**src/rtl/mem_pkg.sv**
```systemverilog
// Shared types and constants for the data-port load/store sequencer.
// Exports mau_state_t, BYTE_W, DATA_ADDR_BITS and a byte-extend helper.
package mem_pkg;

  localparam int BYTE_W         = 8;
  localparam int DATA_ADDR_BITS = 13;

  typedef enum logic [1:0] {
    IDLE,
    B0,
    B1,
    FIN
  } mau_state_t;

  // Widen a loaded byte to a halfword, sign- or zero-filling the top.
  function automatic logic [2*BYTE_W-1:0] ext_byte(
    input logic              sgn,
    input logic [BYTE_W-1:0] b
  );
    ext_byte = {{BYTE_W{sgn & b[BYTE_W-1]}}, b};
  endfunction

endpackage

```
**src/rtl/mem_access_unit_if.sv**
```systemverilog
// Pipeline request/response handshake plus byte-wide data-port bus.
// slave: the sequencer; master: the pipeline stage and memory side.
interface mem_access_unit_if #(
  parameter int WIDTH = 16
);

  logic             req_valid;
  logic             req_ready;
  logic             req_we;
  logic             req_half;
  logic             req_signed;
  logic [WIDTH-1:0] req_addr;
  logic [WIDTH-1:0] req_wdata;

  logic             resp_valid;
  logic [WIDTH-1:0] resp_rdata;

  logic             mem_we;
  logic [WIDTH-1:0] mem_a2;
  logic [WIDTH-1:0] mem_wd;
  logic [WIDTH-1:0] mem_rd2;

  modport slave (
    input  req_valid,
    input  req_we,
    input  req_half,
    input  req_signed,
    input  req_addr,
    input  req_wdata,
    input  mem_rd2,
    output req_ready,
    output resp_valid,
    output resp_rdata,
    output mem_we,
    output mem_a2,
    output mem_wd
  );

  modport master (
    output req_valid,
    output req_we,
    output req_half,
    output req_signed,
    output req_addr,
    output req_wdata,
    output mem_rd2,
    input  req_ready,
    input  resp_valid,
    input  resp_rdata,
    input  mem_we,
    input  mem_a2,
    input  mem_wd
  );

endinterface

```
**src/rtl/mem_access_unit.sv**
```systemverilog
// Load/store sequencer: splits halfwords into two little-endian byte
// accesses on the data port and assembles/extends the load result.
// Ports: clk, rst (async, active high), bus (mem_access_unit_if.slave).
module mem_access_unit
  import mem_pkg::*;
#(
  parameter int WIDTH     = 16,
  parameter int ADDR_BITS = DATA_ADDR_BITS
) (
  input  logic             clk,
  input  logic             rst,
  mem_access_unit_if.slave bus
);

  mau_state_t state;

  logic                  we_q;
  logic                  half_q;
  logic                  sgn_q;
  logic [ADDR_BITS-1:0]  addr_q;
  logic [2*BYTE_W-1:0]   wdata_q;
  logic [BYTE_W-1:0]     lo_q;

  logic                  resp_valid_q;
  logic [WIDTH-1:0]      rdata_q;

  logic [ADDR_BITS-1:0]  addr_nx;
  logic [BYTE_W-1:0]     rd_byte;

  logic                  mem_we_c;
  logic [WIDTH-1:0]      mem_a2_c;
  logic [WIDTH-1:0]      mem_wd_c;

  // Upper address bits and the idle lanes of rd2 carry nothing.
  logic unused_bits;
  assign unused_bits = ^{bus.req_addr[WIDTH-1:ADDR_BITS],
                         bus.mem_rd2[WIDTH-1:BYTE_W]};

  // Wraps inside the data segment: 0x1FFF + 1 -> 0x0000.
  assign addr_nx = addr_q + ADDR_BITS'(1);
  assign rd_byte = bus.mem_rd2[BYTE_W-1:0];

  // Data-port drive depends only on state and latched request.
  always_comb begin
    mem_we_c = 1'b0;
    mem_a2_c = '0;
    mem_wd_c = '0;
    unique case (state)
      B0: begin
        mem_we_c = we_q;
        mem_a2_c = WIDTH'(addr_q);
        mem_wd_c = WIDTH'(wdata_q[BYTE_W-1:0]);
      end
      B1: begin
        mem_we_c = we_q;
        mem_a2_c = WIDTH'(addr_nx);
        mem_wd_c = WIDTH'(wdata_q[2*BYTE_W-1:BYTE_W]);
      end
      default: begin
        mem_we_c = 1'b0;
      end
    endcase
  end

  always_ff @(posedge clk or posedge rst) begin
    if (rst) begin
      state        <= IDLE;
      we_q         <= 1'b0;
      half_q       <= 1'b0;
      sgn_q        <= 1'b0;
      addr_q       <= '0;
      wdata_q      <= '0;
      lo_q         <= '0;
      resp_valid_q <= 1'b0;
      rdata_q      <= '0;
    end else begin
      resp_valid_q <= 1'b0;
      unique case (state)
        IDLE: begin
          if (bus.req_valid) begin
            we_q    <= bus.req_we;
            half_q  <= bus.req_half;
            sgn_q   <= bus.req_signed;
            addr_q  <= bus.req_addr[ADDR_BITS-1:0];
            wdata_q <= bus.req_wdata[2*BYTE_W-1:0];
            state   <= B0;
          end
        end
        B0: begin
          state <= half_q ? B1 : FIN;
        end
        B1: begin
          // rd2 here is the reply to the B0 address.
          if (!we_q) begin
            lo_q <= rd_byte;
          end
          state <= FIN;
        end
        FIN: begin
          if (!we_q) begin
            if (half_q) begin
              rdata_q <= WIDTH'({rd_byte, lo_q});
            end else begin
              rdata_q <= WIDTH'(ext_byte(sgn_q, rd_byte));
            end
          end
          resp_valid_q <= 1'b1;
          state        <= IDLE;
        end
        default: begin
          state <= IDLE;
        end
      endcase
    end
  end

  assign bus.req_ready  = (state == IDLE);
  assign bus.resp_valid = resp_valid_q;
  assign bus.resp_rdata = rdata_q;
  assign bus.mem_we     = mem_we_c;
  assign bus.mem_a2     = mem_a2_c;
  assign bus.mem_wd     = mem_wd_c;

endmodule

```
**src/flat_wrapper.sv**
```systemverilog
// flat-port wrapper written by rule: the top's interface ports become plain ports
module mem_access_unit_flat import mem_pkg::*;
#(
  parameter int WIDTH     = 16,
  parameter int ADDR_BITS = DATA_ADDR_BITS
)
  (clk, rst, bus_req_valid, bus_req_we, bus_req_half, bus_req_signed, bus_req_addr, bus_req_wdata, bus_mem_rd2, bus_req_ready, bus_resp_valid, bus_resp_rdata, bus_mem_we, bus_mem_a2, bus_mem_wd);
  mem_access_unit_if #(.WIDTH(WIDTH)) bus_i ();
  input  logic clk;
  input  logic rst;
  input wire logic [$bits(bus_i.req_valid)-1:0] bus_req_valid;
  input wire logic [$bits(bus_i.req_we)-1:0] bus_req_we;
  input wire logic [$bits(bus_i.req_half)-1:0] bus_req_half;
  input wire logic [$bits(bus_i.req_signed)-1:0] bus_req_signed;
  input wire logic [$bits(bus_i.req_addr)-1:0] bus_req_addr;
  input wire logic [$bits(bus_i.req_wdata)-1:0] bus_req_wdata;
  input wire logic [$bits(bus_i.mem_rd2)-1:0] bus_mem_rd2;
  output wire logic [$bits(bus_i.req_ready)-1:0] bus_req_ready;
  output wire logic [$bits(bus_i.resp_valid)-1:0] bus_resp_valid;
  output wire logic [$bits(bus_i.resp_rdata)-1:0] bus_resp_rdata;
  output wire logic [$bits(bus_i.mem_we)-1:0] bus_mem_we;
  output wire logic [$bits(bus_i.mem_a2)-1:0] bus_mem_a2;
  output wire logic [$bits(bus_i.mem_wd)-1:0] bus_mem_wd;
  assign bus_i.req_valid = bus_req_valid;
  assign bus_i.req_we = bus_req_we;
  assign bus_i.req_half = bus_req_half;
  assign bus_i.req_signed = bus_req_signed;
  assign bus_i.req_addr = bus_req_addr;
  assign bus_i.req_wdata = bus_req_wdata;
  assign bus_i.mem_rd2 = bus_mem_rd2;
  assign bus_req_ready = bus_i.req_ready;
  assign bus_resp_valid = bus_i.resp_valid;
  assign bus_resp_rdata = bus_i.resp_rdata;
  assign bus_mem_we = bus_i.mem_we;
  assign bus_mem_a2 = bus_i.mem_a2;
  assign bus_mem_wd = bus_i.mem_wd;
  mem_access_unit #(.WIDTH(WIDTH), .ADDR_BITS(ADDR_BITS)) u_core (.clk(clk), .rst(rst), .bus(bus_i));
endmodule
```
**config.mk**
```make
export PLATFORM = sky130hd
export DESIGN_NAME = mem_access_unit_flat
export DESIGN_NICKNAME = d
export VERILOG_FILES = /design/src/rtl/mem_pkg.sv /design/src/rtl/mem_access_unit_if.sv /design/src/rtl/mem_access_unit.sv /design/src/flat_wrapper.sv
export SDC_FILE = /design/constraint.sdc
export NUM_CORES = 1
export LEC_CHECK = 0
export CORE_MARGIN = 10
export CORE_UTILIZATION = 39
export CTS_BUF_LIST = sky130_fd_sc_hd__clkbuf_4
export CTS_CLUSTER_SIZE = 40
export DETAILED_ROUTE_END_ITERATION = 10
export GPL_TIMING_DRIVEN = 0
export MAX_ROUTING_LAYER = met4
export PLACE_DENSITY = 0.71
export SLEW_MARGIN = 20
export SYNTH_ARGS = -nofsm -noshare
export SYNTH_HDL_FRONTEND = slang
export SYNTH_SLANG_ARGS = --single-unit
```
**constraint.sdc**
```tcl
create_clock -name clk -period 2.3 [get_ports clk]
set_clock_uncertainty 0.1 [all_clocks]
set_input_delay 0.345 -clock clk [delete_from_list [all_inputs] [get_ports clk]]
set_output_delay 0.345 -clock clk [all_outputs]
set_load 0.01 [all_outputs]
```
==> run summary <==
Implementation results are summarized by area below.

Detailed routing
The post-detailed-route DRC marker count is 0. The number of detailed-routing iterations run before antenna repair is 4. The detail-routed net length per standard cell is 18.05 um. The number of vias per cell after detailed routing is 5.127.

The post-route report lists met1 wire length as about 3900 um. After the first detailed-routing iteration, the DRC count stood at 118. The routed length on met3 is 403 um. The number of antenna-violating nets in the routed design is 0.

The met2 wire length is ~4700 um. The highest metal layer used by the detailed router is met4.

Clocking
TritonCTS built the clock tree. The hold buffer count at CTS is 0. The clock latency at the later pin of the worst-skew pair is 390 ps.

Looking at the clock tree report, the H-tree level count equals 3. The tree is rooted in a sky130_fd_sc_hd__clkbuf_4. Per the TritonCTS log, the buffer count is 9.

Floorplan
The floorplan die height is 107.0 um. During I/O placement, the number of pins put on the boundary was 105. The overall chip area is 0.01146 mm2. Per the OpenROAD floorplan log, the area of the core is ~0.0073 mm2. The floorplan step records an initial core utilization of 0.4051.

Worst setup path
The first element of the critical path is u_core.addr_q[0]$_DFFE_PP0P_. Counting cells, the worst reg-to-reg path comes to 5. The number of stages on the worst setup path is 6. The endpoint identified for the worst register-to-register timing path is u_core.sgn_q$_DFFE_PP0P_. The cell class contributing the biggest share of worst-path delay is simple AND/OR/NAND/NOR gates.

The element type at the critical path end is an output port. STA reports a reg2reg setup slack of 360 ps. The cell with the largest stage delay on the worst path is sky130_fd_sc_hd__or4_4.

The source of the worst register-to-register timing path is u_core.state[1]$_DFFE_PP0P_. The critical path startpoint category is a register. Listed in order, past its start point the critical path passes ha_4 -> nand4_4 -> or2_4 -> or4_4 -> nand3_4 -> buf_6.

The report shows a maximum critical-path fanout of 3. The worst endpoint required time is between 1500 and 2000 ps. The termination of the worst setup path is bus_mem_a2[12]. The buffer-and-inverter tally for the worst setup path is 1. On the worst path, the slowest cell contributes a delay of 510 ps. In the setup report, the worst path falls into the class reg2out.

Placement
Detailed placement ended at an HPWL of 6051 um. Buffers placed on the I/O ports in this run total 82. Before CTS, the worst setup slack after placement is -718.3 ps. The post-placement cell area is 0.003959 mm2. After detailed placement, the design holds a cell count of 470.

The global placer's final weighted congestion is around 0.89.

Logic synthesis
The dominant kind of combinational cell is multiplexers. Of all flip-flops after synthesis, the portion carrying an async set or reset was 1.000. The main area contributors are sky130_fd_sc_hd__dfrtp_1 50%, sky130_fd_sc_hd__mux2_2 15%, sky130_fd_sc_hd__nand2_1 3.9%.

Counting distinct cell types in the post-synthesis netlist gives 41. In this run, the synthesized area fraction spent on adder and majority cells is recorded as 0.02118. sky130_fd_sc_hd__dfrtp_1 takes more of the synthesized area than any other cell.

The synthesis report names the predominant flop master as sky130_fd_sc_hd__dfrtp_1. The cell count after synthesis is 278. The simple-gate area share of the yosys netlist is 0.1144. The area share of the largest cell type after synthesis is 0.4998.

The commonest cells after synthesis are 59 x sky130_fd_sc_hd__dfrtp_1, 40 x sky130_fd_sc_hd__mux2_2, 31 x sky130_fd_sc_hd__nand2_1. The netlist area before placement is 0.002954 mm2. For this run, the register share of the synthesized area comes to 0.4998. The count of state elements after synthesis is around 60. In this run, synthesis inferred 0 flip-flops with an integrated enable. The compound-cell area share of the yosys netlist is 0.1173.

The most frequently used cell type in the post-synthesis netlist is sky130_fd_sc_hd__dfrtp_1. The count of instantiated cells in the yosys netlist is 278. For reference, the mux area share after synthesis is 0.1864. The area share of xor/xnor cells in the synthesized design is 0.

The stat command in Yosys gives a chip area of 0.002954 mm2.

Hold path
The min-delay analysis places its worst path in the category in2async.

Finish
The net count of the finished layout is 467. For this run, the number of standard cells in the final layout without fillers is 512. The most frequent logic cell in the layout is sky130_fd_sc_hd__clkdlybuf4s50_1. In the layout the commonest cells are 60 x sky130_fd_sc_hd__clkdlybuf4s50_1, 53 x sky130_fd_sc_hd__dfrtp_1, 40 x sky130_fd_sc_hd__mux2_2, 29 x sky130_fd_sc_hd__nand2_1, 26 x sky130_fd_sc_hd__buf_4. The proportion of layout cells with a drive suffix above 1 is 0.3883.

The layout-stage area growth over the synthesis result is 54.89%. Measured on the finished design, the core utilization comes to 0.6275.

Timing
The achievable frequency is around 0.40 GHz. The final tally of setup violations is 17. Setup total negative slack on the finished layout was measured at -1198 ps. Setup repair after global routing could not meet its margin everywhere. The number of max-slew violations in the final report is 0. The actual slew at the worst max-slew pin is 614.6 ps. After layout, the minimum clock period comes to 2480 ps. The final hold violation count is 0. Across all checked pins, the minimum headroom to the slew limit is 0.5903.

The final period utilization is 1.078. On the final layout, the worst hold slack is 166.7 ps. The worst-case setup margin in the final layout is -179.8 ps.

Power
The report lists the power per cell area as 1504 mW/mm2. The design draws 6884 uW. The maximum ir drop on the vdd rail is 741.1 uV.

For this design the static power due to leakage is 0.001989 uW.

Global route
The total routing resource utilization after global routing is 0.1584. The total congestion overflow after global routing is 0. The initial antenna violation count is 1. For this run, global-route usage on met3 was measured as 0.02874. The most used routing layer is met2.

The met1 usage is 0.1857. The met2 usage is 0.2526. The via count of the first global-routing pass came to 2694. The first-pass GRT wire length is 14120 um.

Run status
The final reports fail on setup timing. The run finished, with violations left.
[power by group]
group | switching, uW | total [uW] | internal, uW
Sequential | 388 | 1950 | 1560
Clock | 365 | 689 | 324
Combinational | 2000 | 4240 | 2250
Total | 2750 | 6880 | 4140
[what timing repair did]
item	in CTS	in global routing
setup buffers	21	7
endpoints found under the setup margin	22	21
hold endpoints to repair	0	0
cloned	2	0
gates resized	155	40
pin swaps	17	16
[final cells by class]
cell class | count | area (um2)
clock inverter | 5 | 45.04
multi-input combinational | 194 | 1554
timing repair buffer | 110 | 1054
buffer | 27 | 205.2
fill | 613 | 2716
antenna | 1 | 2.502
tap | 99 | 123.9
clock buffer | 10 | 75.07
inverter | 7 | 32.53
sequential | 59 | 1484
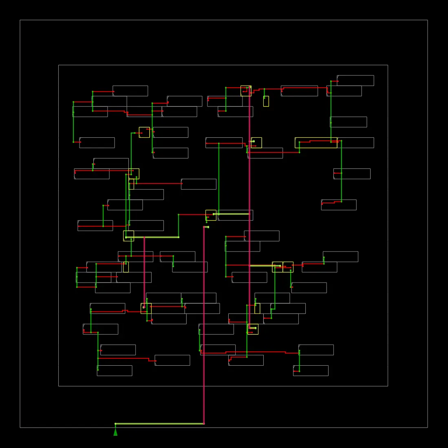
Figure 1: clock nets.
clk_buf instances: 10
sequential cells: 59
number of sinks driven by the clock tree: 59

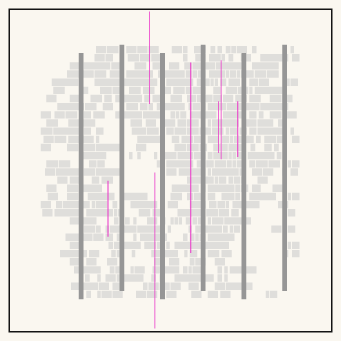
Figure 2: metal 4.
(3 px per um) Supply wires on this layer in grey. Cells faint in the background.
6 nets have wire on it. The longest straight run is 63.2 um.
final WL: 9242 um
vias after detailed routing: 2625

Power figures rest on the tool's default switching activity, not on a simulated workload.
